==> config.mk <==
export PLATFORM = sky130hd
export DESIGN_NAME = s2c_call_mux
export DESIGN_NICKNAME = d
export VERILOG_FILES = /design/src/rtl/s2c_pkg.sv /design/src/rtl/s2c_rr_arb.sv /design/src/rtl/s2c_call_mux.sv
export SDC_FILE = /design/constraint.sdc
export NUM_CORES = 2
export LEC_CHECK = 0
export CORE_AREA = 2 2 366 368
export DETAILED_ROUTE_END_ITERATION = 10
export DIE_AREA = 0 0 368 370
export SLEW_MARGIN = 5
export SYNTH_ARGS = -nofsm -noshare
export SYNTH_HDL_FRONTEND = slang
export SYNTH_SLANG_ARGS = --single-unit
==> constraint.sdc <==
create_clock -name clk -period 35.2 [get_ports clk]
set_input_delay 5.28 -clock clk [delete_from_list [all_inputs] [get_ports clk]]
set_output_delay 5.28 -clock clk [all_outputs]
set_load 0.005 [all_outputs]
==> src/rtl/s2c_pkg.sv <==
// Shared types and constants for the multi-channel S2C call mux.
package s2c_pkg;

  typedef logic [31:0] uint32_t;

  localparam uint32_t S2C_ERR_RET = 32'hFFFF_FFFF;

  typedef enum logic [1:0] {
    IDLE,
    ISSUE,
    COLLECT,
    DONE
  } s2c_state_e;

  typedef struct packed {
    uint32_t id;
    uint32_t fn;
    uint32_t ret;
  } s2c_call_t;

endpackage

==> src/rtl/s2c_rr_arb.sv <==
// Round-robin arbiter: grants the first requester at or after the pointer;
// the pointer moves to grant+1 (mod NCH) when advance is strobed.
module s2c_rr_arb #(
  parameter int unsigned NCH = 4,
  localparam int unsigned CHW = (NCH > 1) ? $clog2(NCH) : 1
) (
  input  logic           clk,
  input  logic           rst,
  input  logic [NCH-1:0] req,
  input  logic           advance,
  output logic           any,
  output logic [CHW-1:0] grant
);

  logic [CHW-1:0] ptr_q;

  // Search starting at the pointer and wrapping around.
  always_comb begin
    any   = 1'b0;
    grant = '0;
    for (int unsigned i = 0; i < NCH; i++) begin
      if (!any && req[(32'(ptr_q) + i) % NCH]) begin
        any   = 1'b1;
        grant = CHW'((32'(ptr_q) + i) % NCH);
      end
    end
  end

  // Pointer update on an accepted grant.
  always_ff @(posedge clk or posedge rst) begin
    if (rst) begin
      ptr_q <= '0;
    end else if (advance) begin
      ptr_q <= (grant == CHW'(NCH - 1)) ? '0 : grant + 1'b1;
    end
  end

endmodule

==> src/rtl/s2c_call_mux.sv <==
// Multi-channel S2C call mux: round-robin arbitration of NCH callers onto a
// single S2C bridge, payload collection and one-cycle ack to the owner.
// Optional watchdog: define S2C_CALL_TIMEOUT_EN.
module s2c_call_mux
  import s2c_pkg::*;
#(
  parameter int unsigned NCH         = 4,
  parameter int unsigned DATA_WORDS  = 16,
  parameter int unsigned TIMEOUT_CYC = 1024,
  localparam int unsigned CHW = (NCH > 1) ? $clog2(NCH) : 1
) (
  input  logic                     clk,
  input  logic                     rst,
  input  logic [NCH-1:0]           ch_req,
  input  logic [NCH*32-1:0]        ch_id,
  input  logic [NCH*32-1:0]        ch_fn,
  output logic [NCH-1:0]           ch_ack,
  output logic [31:0]              ch_ret,
  output logic [DATA_WORDS*32-1:0] ch_data,
  output logic                     ch_err,
  output logic                     call_valid,
  input  logic                     call_ready,
  output logic [31:0]              call_id,
  output logic [31:0]              call_fn,
  output logic [CHW-1:0]           call_ch,
  input  logic                     rsp_valid,
  input  logic                     rsp_last,
  input  logic [31:0]              rsp_ret,
  input  logic [31:0]              rsp_data,
  output logic                     busy
);

  localparam int unsigned BW = $clog2(DATA_WORDS + 1);
  localparam int unsigned IW = (DATA_WORDS > 1) ? $clog2(DATA_WORDS) : 1;

  s2c_state_e                   state_q, state_d;
  s2c_call_t                    call_q;
  logic [CHW-1:0]               ch_q;
  logic [CHW-1:0]               grant;
  logic                         any_req;
  logic                         take;
  logic                         wd_fire;
  logic [BW-1:0]                beat_q;
  logic [DATA_WORDS-1:0][31:0]  word_q;

  assign take = (state_q == IDLE) && any_req;

  s2c_rr_arb #(.NCH(NCH)) u_arb (
    .clk     (clk),
    .rst     (rst),
    .req     (ch_req),
    .advance (take),
    .any     (any_req),
    .grant   (grant)
  );

  assign busy    = (state_q != IDLE);
  assign call_id = call_q.id;
  assign call_fn = call_q.fn;
  assign call_ch = ch_q;
  assign ch_ret  = call_q.ret;
  assign ch_data = word_q;

`ifdef S2C_CALL_TIMEOUT_EN
  localparam int unsigned WDW = $clog2(TIMEOUT_CYC + 1);

  logic [WDW-1:0] wd_q;
  logic           wd_active;
  logic           wd_evt;
  logic           err_q;

  assign wd_active = (state_q == ISSUE) || (state_q == COLLECT);
  assign wd_evt    = ((state_q == ISSUE) && call_ready) ||
                     ((state_q == COLLECT) && rsp_valid);
  assign wd_fire   = wd_active && !wd_evt && (wd_q == WDW'(TIMEOUT_CYC - 1));
  assign ch_err    = err_q;

  // Watchdog: counts idle cycles while waiting on the bridge.
  always_ff @(posedge clk or posedge rst) begin
    if (rst) begin
      wd_q <= '0;
    end else if (wd_active && !wd_evt) begin
      wd_q <= wd_q + 1'b1;
    end else begin
      wd_q <= '0;
    end
  end

  // Error flag: cleared at grant, set on watchdog expiry.
  always_ff @(posedge clk or posedge rst) begin
    if (rst) begin
      err_q <= 1'b0;
    end else if (take) begin
      err_q <= 1'b0;
    end else if (wd_fire) begin
      err_q <= 1'b1;
    end
  end
`else
  assign wd_fire = 1'b0;
  assign ch_err  = 1'b0;
`endif

  // State register.
  always_ff @(posedge clk or posedge rst) begin
    if (rst) state_q <= IDLE;
    else     state_q <= state_d;
  end

  // Next-state and handshake outputs.
  always_comb begin
    state_d    = state_q;
    call_valid = 1'b0;
    ch_ack     = '0;
    case (state_q)
      IDLE:    if (any_req) state_d = ISSUE;
      ISSUE: begin
        call_valid = 1'b1;
        if (call_ready)   state_d = COLLECT;
        else if (wd_fire) state_d = DONE;
      end
      COLLECT: begin
        if (rsp_valid && rsp_last) state_d = DONE;
        else if (wd_fire)          state_d = DONE;
      end
      DONE: begin
        ch_ack[ch_q] = 1'b1;
        state_d      = IDLE;
      end
      default: state_d = IDLE;
    endcase
  end

  // Call latch at grant, payload/ret capture during COLLECT.
  always_ff @(posedge clk or posedge rst) begin
    if (rst) begin
      call_q <= '0;
      ch_q   <= '0;
      beat_q <= '0;
      word_q <= '0;
    end else if (take) begin
      call_q.id  <= ch_id[32*grant +: 32];
      call_q.fn  <= ch_fn[32*grant +: 32];
      call_q.ret <= '0;
      ch_q       <= grant;
      beat_q     <= '0;
      word_q     <= '0;
    end else if (wd_fire) begin
      call_q.ret <= S2C_ERR_RET;
    end else if ((state_q == COLLECT) && rsp_valid) begin
      if (beat_q < BW'(DATA_WORDS)) begin
        word_q[beat_q[IW-1:0]] <= rsp_data;
        beat_q                 <= beat_q + 1'b1;
      end
      if (beat_q == '0) call_q.ret <= rsp_ret;
    end
  end

endmodule

==> Changelog: implementation <==
### Physical design

- Status: completed
- PnR Total Power: 2.31 mW
- Mapped Avg Cell Area: 9.15 sq um
- Final TNS setup: 0 ns
- Mapped cell area: 26,500 sq um
- Sequential group share of total power: 36.5%
- # IOs: 946
- Row count: 134
- NetSw: 780 uW
- Synthesized net count: 3,231
- Number of signal-net buffers in the layout: 992
- Logic Gate Count: 1,989
- Slowest CP cell: buf_4
- Max-area cell share: 58.5%
- DR WL met3: 9.53 mm
- Worst path max stage delay: 0.92 ns
- Non-clock inverters: 7
- Reg clk slew, reported paths: 0.06 ns
- Data buffer area share: 24.6%
- Grt ovf: 0
- Seq/Total Area, Yosys: 58.5%
- Logic share of the area: 24.2%
- Clock buf/inv share: 6.30%
- Critical path launch point type: input pin
- Chip Area, Yosys: 26,500 sq um
- Logic area: 9610 sq um
- Initial Util: 20.0%
- Share of post-route cells with drive strength above 1: 5.78%
- Routed len/inst: 23.4 um
- Worst Path Max Fanout: 190
- Post-CTS Setup Inserts: 0
- P_clk: 796 uW
- Fmax: 109 MHz
- Slew HR: 23.7%
- Met1 usage: 21.3%
- CP delay by family, top: buffers and inverters
- Required time of the critical path: 35.68 ns
- Die Size: 136,000 sq um
- Worst Setup Path Type: in -> reg
- Sequential standard cell area: 15,500 sq um
- Final Max Slew Viols: 0
- MaxCap Viol Count: 0
- RSZ-0062 raised after global routing: no
- Initial antenna violation count: 30
- CTS tree: built
- Post-route ant nets: 0
- Routed met2 length: 64.9 mm
- Drt via density: 4.44
- Crit-path most repeated cell: buf_4
- Ys flops: 619
- Ant diodes: 14
- Dominant kind of cell: registers
- Cell taking the most area after synthesis: dfrtp_1
- Gr busiest metal: met2
- CTS Hold Buffers Added: 0
- Logic gate share of total power: 29.0%
- Layout clock buffer count: 105
- Metal-1 WL: 49.2 mm
- First-pass GRT wire length: 178 mm
- PD cells: 58.2 nW/um^2
- Crit path cell chain: clkdlybuf4s50_1 -> nor4_2 -> nor2_4 -> buf_4 -> buf_4 -> buf_12 -> buf_4 -> a21oi_1
- Peak VDD IR: 0.0549 mV
- Post-route DRC: 0
- Int Pwr: 1.53 mW
- Vias in the first global route: 23,700
- Final wirelength: 129 mm
- Sequential share of cell area: 39.1%
- Drt pass-1 iters: 5
- Die height: 370 um
- Hold crit path type: reg -> reg
- Post_cts resized: 0
- Via count: 24,500
- Total CTS buffers: 75
- Min cycle time layout: 9.16 ns
- Iter 0 DRT Violations: 2,248
- Sequential Power: 842 uW
- Yosys warns: 0
- LEAKAGE: 16.1 nW
- GR Layer Usage met3: 4.23%
- Tap Cells: 1,768
- Buf+Inv Stages, Crit Path: 5
- Mapped Cells: 2,894
- Final setup skew: 0.0367 ns
- Top cells, area: dfrtp_1 (59%), nand2_1 (17%), a21oi_1 (10%), mux2i_1 (4.9%), clkbuf_1 (2.2%)
- Number of flip-flops in the largest register: 512
- Final setup violation count: 0
- Largest Pwr Group: registers
- Root Driver: clkbuf_16
- Period utilization: 26.0%
- Highest metal used: met5
- Flip-flops: 619
- Worst-Skew Late Latency: 0.67 ns
- Overall Global Routing Usage: 18.2%
- Crit end category: register
- Switching part of the total: 33.8%
- Post-DP HPWL: 89.7 mm
- Largest net degree at the start of global routing: 191
- GR Util met2: 31.4%
- Clock share of power: 34.5%
- Worst Path Arrival: 9.64 ns
- Die x size: 368 um
- Nets: 4,021
- Synth unique cells: 41
- Final Hold Viols: 0
- Log Warnings: 41
- P_comb: 670 uW
- Port bufs: 944
- Cells in synth_stat.txt: 2,894
- Fillcell total: 13,800
- Least-Margin Pin Slew: 1.14 ns
- Clock sink count: 619
- H-tree Lvls: 3
- Max clock buf depth: 3
- Core Footprint: 132,000 sq um
- Area delta synth->final: 49.7%
- Final GP Congestion: 0.865
==> logic make-up after synthesis <==
kind of cell               count (synthesis)  synth area share, %
AOI/OAI and AO/OA                        620                 12.7
xor gates and xnor gates                   4                0.132
adders and majority gates                  8                0.378
buffers and inverters                    286                 5.42
DFF                                      619                 58.5
muxes                                    129                 4.88
other                                      1               0.0142
and+or+nand+nor                         1227                 18.0
==> cells in the mapped netlist <==
| cell type | n |
|---|---|
| nand2_1 | 1182 |
| dfrtp_1 | 619 |
| a21oi_1 | 546 |
| clkbuf_1 | 156 |
| mux2i_1 | 129 |
| o221ai_1 | 64 |
| buf_4 | 52 |
| buf_2 | 46 |
| and2_1 | 15 |
| buf_6 | 14 |
| buf_1 | 10 |
| nor2_1 | 10 |
| ha_1 | 8 |
| inv_1 | 7 |
| nand2b_1 | 3 |
| o21ai_0 | 3 |
| a21o_1 | 2 |
| nor3b_1 | 2 |
| nor3b_4 | 2 |
| xnor2_1 | 2 |
| xor2_1 | 2 |
| a211o_1 | 1 |
| a222oi_1 | 1 |
| and2_0 | 1 |
| and3_1 | 1 |
| and3b_1 | 1 |
| clkbuf_4 | 1 |
| conb_1 | 1 |
| nand3_1 | 1 |
| nand3_2 | 1 |
| nand3b_1 | 1 |
| nand3b_4 | 1 |
| nand4_1 | 1 |
| nor2_2 | 1 |
| nor3_1 | 1 |
| nor3_4 | 1 |
| nor4_2 | 1 |
| o21a_1 | 1 |
| o21ai_1 | 1 |
| o21ai_2 | 1 |
| or2_1 | 1 |
==> path summary, 6_finish.rpt <==
check	start	depth (start not counted)	slack [ns]	end
max	ch_req[3]	8	26.04	ch_data[349]$_DFFE_PP0P_
min	call_fn[9]$_DFFE_PP0N_	2	0.48	call_fn[9]$_DFFE_PP0N_
max reg2reg	state_q[0]$_DFFE_PP0P_	9	30.49	ch_data[349]$_DFFE_PP0P_
min reg2reg	call_fn[9]$_DFFE_PP0N_	2	0.48	call_fn[9]$_DFFE_PP0N_
max in group asynchronous	rst	5	26.93	ch_data[109]$_DFFE_PP0P_
min in group asynchronous	rst	2	5.17	ch_data[361]$_DFFE_PP0P_
==> cell usage in the layout (no fill, tap or decap), types with 2 or more instances in the layout <==
master           count
nor2_1               9
nand2_2             10
nor3b_1              2
nand2b_1             2
clkinv_2            13
xor2_1               2
diode_2             14
dfrtp_1            619
and2_2              13
buf_2               16
and2_1               3
clkbuf_16           75
a21o_1               2
clkinv_8             3
a21oi_1            546
buf_12               2
nor3b_4              2
inv_1                6
clkbuf_8            14
inv_16               2
o21ai_0              3
clkdlybuf4s50_1    928
mux2i_1            129
nand2_1           1172
clkbuf_1            16
xnor2_1              2
bufinv_16            5
buf_4               46
o221ai_1            64
ha_1                 8
clkinvlp_4           2
==> stage by stage <==
stage               std cells  utilization, %  worst slack (ns)  instance area, sq um  hold slack, ns
floorplan                2894               -             12.59                 26500           0.480
global placement         5375            28.0             25.47                 37100           0.470
detailed placement       5375            28.0             25.42                 37100           0.475
CTS                      5508            29.9             26.14                 39600           0.488
global route             5514            29.9             25.90                 39600           0.514
finish                   5522            29.9             26.04                 39600           0.484
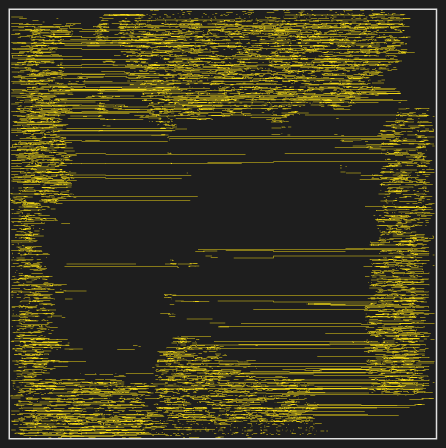
(met1 routing)
nets with wire on the layer: 3,493
main direction: horizontal
share of all routed wire: 38%
wire length on this layer: 49.2 mm
longest straight run: 199 um

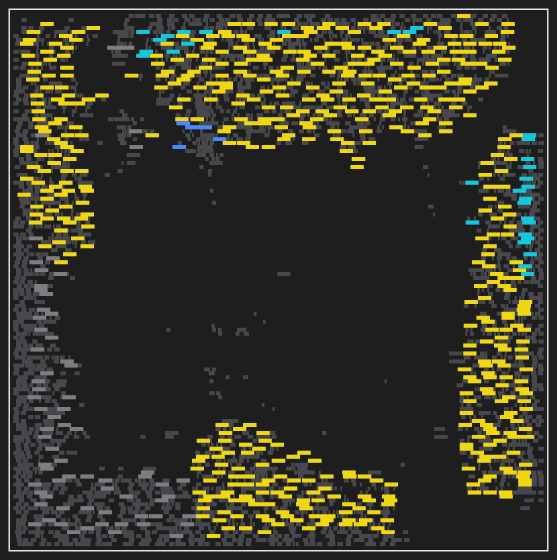
(register map, names as in the netlist)
Other sequential cells in the stronger grey, the rest of the logic in the fainter grey.
legend:
  cyan:
    signal: ch_ret
    sequential_cells: 32
  yellow:
    signal: ch_data
    sequential_cells: 512
    where: spread over the die
  blue:
    signal: beat_q
    sequential_cells: 5

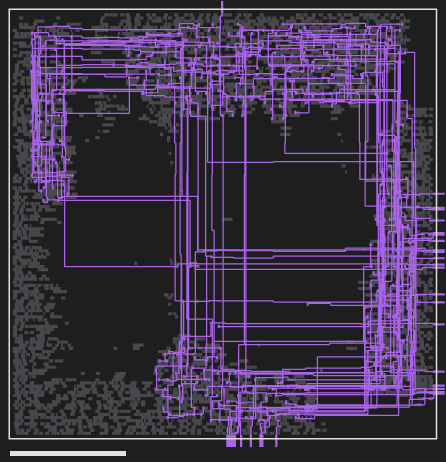
(port wiring)
The bar under the picture is 100 um long.
legend:
  purple:
    port: rsp_data
    bits: 32
    direction: input
    edge: 20 right, 11 bottom, 1 top
    end_cells: 512
    buffers: 50
    wire: 25.6 mm

No activity file was given, so power comes from the tool's default toggle rates.
